[config.mk]
export PLATFORM = sky130hd
export DESIGN_NAME = fft_result_unloader_flat
export DESIGN_NICKNAME = d
export VERILOG_FILES = /design/src/rtl/fft_result_unloader_if.sv /design/src/rtl/fft_result_unloader.sv /design/src/flat_wrapper.sv
export SDC_FILE = /design/constraint.sdc
export NUM_CORES = 1
export LEC_CHECK = 0
export ABC_AREA = 1
export CORE_AREA = 2 2 375 377
export CTS_CLUSTER_DIAMETER = 30
export DETAILED_ROUTE_END_ITERATION = 8
export DIE_AREA = 0 0 377 379
export SETUP_SLACK_MARGIN = 0.15
export SLEW_MARGIN = 40
export SYNTH_ARGS = -nofsm -noshare
export SYNTH_HDL_FRONTEND = slang
export SYNTH_SLANG_ARGS = --single-unit
[constraint.sdc]
create_clock -name clk -period 3.1 [get_ports clk]
set_input_delay 0.465 -clock clk [delete_from_list [all_inputs] [get_ports clk]]
set_output_delay 0.465 -clock clk [all_outputs]
set_load 0.05 [all_outputs]
[src/rtl/fft_result_unloader_if.sv]
// Result stream from fft_result_unloader to its consumer.
interface fft_result_unloader_if;
  // A transfer happens on a rising edge where out_valid and out_ready are both high;
  // while out_valid is high and out_ready is low, out_data/out_index hold stable.
  logic [31:0] out_data;
  logic [12:0] out_index;
  logic        out_valid;
  logic        out_ready;

  modport master (output out_data, output out_index, output out_valid, input out_ready);
  modport slave  (input out_data, input out_index, input out_valid, output out_ready);
endinterface

[src/rtl/fft_result_unloader.sv]
// Walks the FFT2D result BRAMs through port A and streams each element out sign-extended.
// Optional running checksum of transferred samples is enabled with `define UNLOAD_CHECKSUM_EN.
module fft_result_unloader #(
  parameter int NBRAM     = 32,
  parameter int ADDR_W    = 9,
  parameter int DATA_W    = 16,
  parameter int BASE_ADDR = 256,
  parameter int ROWS      = 2,
  parameter int ELEMS     = 128
) (
  input  logic                      clk,
  input  logic                      reset,
  input  logic                      start,
  output logic                      busy,
  output logic                      done,
  input  logic [NBRAM*DATA_W-1:0]   FFT_dataa,
  output logic [NBRAM*ADDR_W-1:0]   FFT_addra,
  output logic [NBRAM-1:0]          FFT_wea,
  output logic [NBRAM-1:0]          FFT_rea,
  fft_result_unloader_if.master     stream,
  output logic [31:0]               checksum,
  output logic [2:0]                state
);

  localparam int I_W = (ROWS  > 1) ? $clog2(ROWS)  : 1;
  localparam int J_W = (NBRAM > 1) ? $clog2(NBRAM) : 1;
  localparam int K_W = (ELEMS > 1) ? $clog2(ELEMS) : 1;

  typedef enum logic [2:0] {
    S_IDLE    = 3'd0,
    S_ISSUE   = 3'd1,
    S_CAPTURE = 3'd2,
    S_OUTPUT  = 3'd3,
    S_DONE    = 3'd4
  } state_t;

  state_t state_q, state_d;

  logic [I_W-1:0]    i_q;
  logic [J_W-1:0]    j_q;
  logic [K_W-1:0]    k_q;
  logic [31:0]       data_q;
  logic [12:0]       index_q;
  logic              start_ok;
  logic              accept;
  logic              last_elem;
  logic              i_last, j_last, k_last;
  logic [ADDR_W-1:0] addr_cur;
  logic [12:0]       index_cur;
  logic [DATA_W-1:0] rd_slice;

  assign start_ok  = (state_q == S_IDLE) && start;
  assign accept    = (state_q == S_OUTPUT) && stream.out_ready;
  assign i_last    = (i_q == I_W'(ROWS - 1));
  assign j_last    = (j_q == J_W'(NBRAM - 1));
  assign k_last    = (k_q == K_W'(ELEMS - 1));
  assign last_elem = i_last && j_last && k_last;

  assign addr_cur  = ADDR_W'(BASE_ADDR) + ADDR_W'(i_q) * ADDR_W'(ELEMS) + ADDR_W'(k_q);
  assign index_cur = 13'(i_q) * 13'(NBRAM * ELEMS) + 13'(j_q) * 13'(ELEMS) + 13'(k_q);
  assign rd_slice  = FFT_dataa[int'(j_q)*DATA_W +: DATA_W];

  always_ff @(posedge clk or posedge reset) begin
    if (reset) state_q <= S_IDLE;
    else       state_q <= state_d;
  end

  always_comb begin
    state_d = state_q;
    case (state_q)
      S_IDLE:    if (start) state_d = S_ISSUE;
      S_ISSUE:   state_d = S_CAPTURE;
      S_CAPTURE: state_d = S_OUTPUT;
      S_OUTPUT:  if (stream.out_ready) state_d = last_elem ? S_DONE : S_ISSUE;
      S_DONE:    state_d = S_IDLE;
      default:   state_d = S_IDLE;
    endcase
  end

  // Scan counters: k innermost, then BRAM j, then row i.
  always_ff @(posedge clk or posedge reset) begin
    if (reset) begin
      i_q <= '0;
      j_q <= '0;
      k_q <= '0;
    end else if (start_ok) begin
      i_q <= '0;
      j_q <= '0;
      k_q <= '0;
    end else if (accept && !last_elem) begin
      if (k_last) begin
        k_q <= '0;
        if (j_last) begin
          j_q <= '0;
          i_q <= i_q + I_W'(1);
        end else begin
          j_q <= j_q + J_W'(1);
        end
      end else begin
        k_q <= k_q + K_W'(1);
      end
    end
  end

  always_ff @(posedge clk or posedge reset) begin
    if (reset) begin
      data_q  <= '0;
      index_q <= '0;
    end else if (state_q == S_CAPTURE) begin
      data_q  <= {{(32-DATA_W){rd_slice[DATA_W-1]}}, rd_slice};
      index_q <= index_cur;
    end
  end

  // The address stays on the active slice through OUTPUT so it is stable under backpressure.
  always_comb begin
    FFT_addra = '0;
    FFT_rea   = '0;
    if (state_q == S_ISSUE || state_q == S_CAPTURE || state_q == S_OUTPUT)
      FFT_addra[int'(j_q)*ADDR_W +: ADDR_W] = addr_cur;
    if (state_q == S_ISSUE || state_q == S_CAPTURE)
      FFT_rea[j_q] = 1'b1;
  end

  assign FFT_wea          = '0;
  assign busy             = (state_q == S_ISSUE) || (state_q == S_CAPTURE) || (state_q == S_OUTPUT);
  assign done             = (state_q == S_DONE);
  assign stream.out_valid = (state_q == S_OUTPUT);
  assign stream.out_data  = data_q;
  assign stream.out_index = index_q;
  assign state            = state_q;

`ifdef UNLOAD_CHECKSUM_EN
  logic [31:0] sum_q;

  always_ff @(posedge clk or posedge reset) begin
    if (reset)         sum_q <= '0;
    else if (start_ok) sum_q <= '0;
    else if (accept)   sum_q <= sum_q + data_q;
  end

  assign checksum = sum_q;
`else
  assign checksum = '0;
`endif

endmodule
[src/flat_wrapper.sv]
// flat-port wrapper written by rule: the top's interface ports become plain ports
module fft_result_unloader_flat 
#(
  parameter int NBRAM     = 32,
  parameter int ADDR_W    = 9,
  parameter int DATA_W    = 16,
  parameter int BASE_ADDR = 256,
  parameter int ROWS      = 2,
  parameter int ELEMS     = 128
)
  (clk, reset, start, busy, done, FFT_dataa, FFT_addra, FFT_wea, FFT_rea, checksum, state, stream_out_data, stream_out_index, stream_out_valid, stream_out_ready);
  fft_result_unloader_if stream_i ();
  input  logic clk;
  input  logic reset;
  input  logic start;
  output logic busy;
  output logic done;
  input  logic [NBRAM*DATA_W-1:0] FFT_dataa;
  output logic [NBRAM*ADDR_W-1:0] FFT_addra;
  output logic [NBRAM-1:0] FFT_wea;
  output logic [NBRAM-1:0] FFT_rea;
  output logic [31:0] checksum;
  output logic [2:0] state;
  output wire logic [$bits(stream_i.out_data)-1:0] stream_out_data;
  output wire logic [$bits(stream_i.out_index)-1:0] stream_out_index;
  output wire logic [$bits(stream_i.out_valid)-1:0] stream_out_valid;
  input wire logic [$bits(stream_i.out_ready)-1:0] stream_out_ready;
  assign stream_out_data = stream_i.out_data;
  assign stream_out_index = stream_i.out_index;
  assign stream_out_valid = stream_i.out_valid;
  assign stream_i.out_ready = stream_out_ready;
  fft_result_unloader #(.NBRAM(NBRAM), .ADDR_W(ADDR_W), .DATA_W(DATA_W), .BASE_ADDR(BASE_ADDR), .ROWS(ROWS), .ELEMS(ELEMS)) u_core (.clk(clk), .reset(reset), .start(start), .busy(busy), .done(done), .FFT_dataa(FFT_dataa), .FFT_addra(FFT_addra), .FFT_wea(FFT_wea), .FFT_rea(FFT_rea), .stream(stream_i), .checksum(checksum), .state(state));
endmodule
==> GITHUB_STEP_SUMMARY <==
### Flow metrics

| Metric | Value |
|---|---|
| Status | finished, final reports clean |
| Placed Area | 25900 sq um |
| Global-route wire length before repair | 131 mm |
| Initial antenna violation count | 22 |
| Vias in the first global route | 16709 |
| Area delta synth->final | 147% |
| Adder share | 0.00681 |
| Synth Cell Area | 11000 sq um |
| Post-Place Cells | 4951 |
| Yosys stat chip area | 11000 sq um |
| AO/OA Area Share | 0.0433 |
| Final setup vio count | 0 |
| I/O Buffers | 886 |
| Final Total Pwr | 19000 uW |
| Cts bufs inserted | 5 |
| Initial DRC Count | 1182 |
| Routed Antenna Nets | 0 |
| XOR Share, Synth | 0.000795 |
| Setup Skew | 0.0160 ns |
| Initial Utilization | 0.0794 |
| Final period demand of the worst path | 2.96 ns |
| CP Capture Type | output port |
| Layout cells sized above 1 | 0.244 |
| Ys flop type | dfrtp_1 |
| All-Layer GR Usage | 0.131 |
| Yosys top cell by area | nand2_1 |
| Avg WL per Cell | 20.6 um |
| Number of cells on the worst hold path | 2 |
| H-tree depth | 2 |
| Worst stage delay on the critical path | 0.53 ns |
| DP HPWL | 84.1 mm |
| Fin util | 0.196 |
| Max-slew headroom | 0.431 |
| Cell at the slowest stage of the critical path | dfrtp_4 |
| Worst path cell trace | inv_8 > ha_4 > inv_2 > nand2_2 > nand2_4 > clkinv_8 > nand2_1 > nor3_4 > buf_12 > nand2_2 > nor2_4 > buf_12 |
| Max FO, Critical Path | 24 |
| Distinct cells, synth | 31 |
| Clk Tree Root Cell | clkbuf_16 |
| HP Class | flop to flop |
| Tool warnings | 38 |
| Final design area excluding fillers | 27300 sq um |
| Final layout net count | 3716 |
| IO Count | 951 |
| Cells after Synth | 2356 |
| Asr flop ratio synth | 1.00 |
| Core area | 139000 sq um |
| Worst Tran Pin Value | 0.853 ns |
| Worst endpoint data arrival time | 2.50 ns |
| Pins Over Slew Limit | 0 |
| Cycle use final | 0.955 |
| DRC violations left | 0 |
| Total gr overflow | 0 |
| Max VDD drop | 0.622 mV |
| Die area | 143000 sq um |
| Top cells, area | nand2_1 29%, nor2_1 14%, inv_1 13% |
| Routed WL | 103 mm |
| Dominant combinational family | simple AND/OR/NAND/NOR gates |
| Clk_lat worst skew | 0.32 ns |
| Worst setup path category | flop to output port |
| Worst EP required | 2.63 ns |
| Post-Syn Area per Cell | 4.68 sq um |
| Hold buffers post-CTS | 0 |
[logic make-up after synthesis]
kind of cell,count (synthesis)
buffers and inverters,618
other,1
AND-OR/OR-AND,95
adder cells (fa/ha/maj),6
XOR/XNOR,1
flip-flops,45
AND/OR/NAND/NOR,1590
[final timing paths]
check	from	end	slack [ns]
max reg2reg	u_core.j_q[0]$_DFFE_PP0P_	u_core.j_q[3]$_DFFE_PP0P_	0.41
max in group asynchronous	reset	u_core.stream.out_data[12]$_DFFE_PP0P_	1.94
max	u_core.j_q[1]$_DFFE_PP0P_	FFT_addra[43]	0.14
min in group asynchronous	reset	u_core.stream.out_index[10]$_DFFE_PP0P_	0.56
min reg2reg	u_core.stream.out_index[5]$_DFFE_PP0P_	u_core.stream.out_index[5]$_DFFE_PP0P_	0.49
min	u_core.stream.out_index[5]$_DFFE_PP0P_	u_core.stream.out_index[5]$_DFFE_PP0P_	0.49
[layout make-up]
class                      instances  area, sq um
fill                           15453       112000
timing repair buffer             976        13200
multi-input combinational       1759         8900
tap                             1807         2260
inverter                         407         1610
sequential                        45         1140
clock buffer                       6          129
clock inverter                     2         38.8
antenna                            6         15.0
[cells in the mapped netlist (2+ instances only)]
cell type  instances
nand2_1          859
nor2_1           397
inv_1            395
nand3_1          231
o21ai_0           88
buf_4             86
clkbuf_1          69
dfrtp_1           45
buf_2             42
nor3_1            36
nand2_2           20
or2_2             15
buf_1             11
inv_2              9
nor2_2             9
nor3_4             8
a21oi_1            6
ha_1               6
nand4_1            5
buf_6              3
nand4_2            3
nor2_4             3
inv_4              2
[flip-flops by register name (all words and copies together) (netlist names)]
signal	cells
u_core.k_q	7
u_core.state	3
u_core.i_last	1
u_core.stream.out_index	13
u_core.stream.out_data	16
u_core.j_q	5
[critical path: cells and delay by family (launching register included)]
kind                       cells  cell delay [ns]
buffers and inverters          5             0.61
adders and majority gates      1             0.17
and+or+nand+nor                6             0.85
DFF                            1             0.53
[stage by stage]
stage          TNS (ns)  setup slack [ns]  hold slack [ns]
6_report              0             0.139            0.488
5_1_grt               0            0.0657            0.509
3_3_place_gp          0            0.0634            0.468
2_1_floorplan         0            0.0451            0.538
4_1_cts        -0.00149          -0.00149            0.492
3_5_place_dp          0            0.0446            0.474
[repair_timing]
action	4_1_cts	5_1_grt
buffers inserted	15	18
pin swaps	19	18
gates cloned	3	7
gates resized	119	54
endpoints found under the setup margin	271	258
[routing by layer]
metal | up-vias | GRT usage | share of wire
met5 | - | 0 | 0.00076
met4 | 12 | 0.0318 | 0.024
met2 | 870 | 0.233 | 0.49
li1 | 8505 | - | -
met1 | 8187 | 0.158 | 0.40
met3 | 101 | 0.0302 | 0.082
[power by group]
group          switching, uW  leakage, uW  total, uW  internal [uW]
Sequential               265     0.000547       1130            868
Clock                    306    0.0000811        691            385
Combinational          11900       0.0113      17100           5270
Total                  12400       0.0119      19000           6530
**Clock wires, drivers and flops**

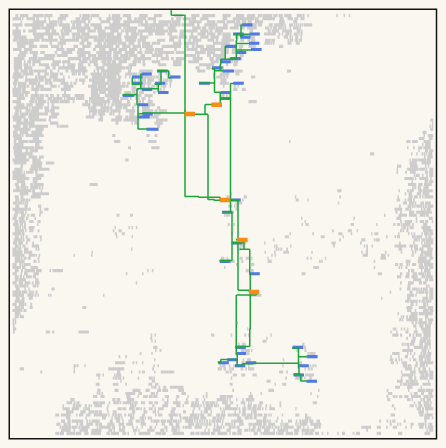
[clock drivers] orange | count: 5
[clock wires] green | length: 1350 um
[flip-flops] blue | count: 45
routed clock nets: 6

**Cells coloured by class**

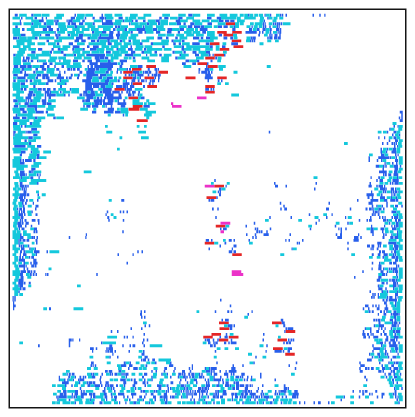
[combinational and other logic] blue | cells: 2166
[other buffers and delay cells] cyan | cells: 976
[clock drivers and dummy loads] magenta | cells: 8
[flops] red | cells: 45

**Routed metal, one colour a layer**

Two of the layers only.
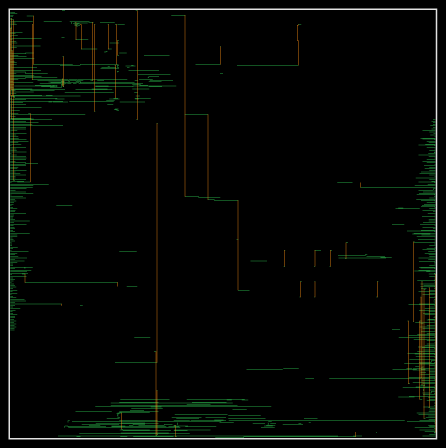
[metal 4] orange | wire length: 2430 um
[metal 3] green | wire length: 8450 um

Power and IR drop assume default switching activity.
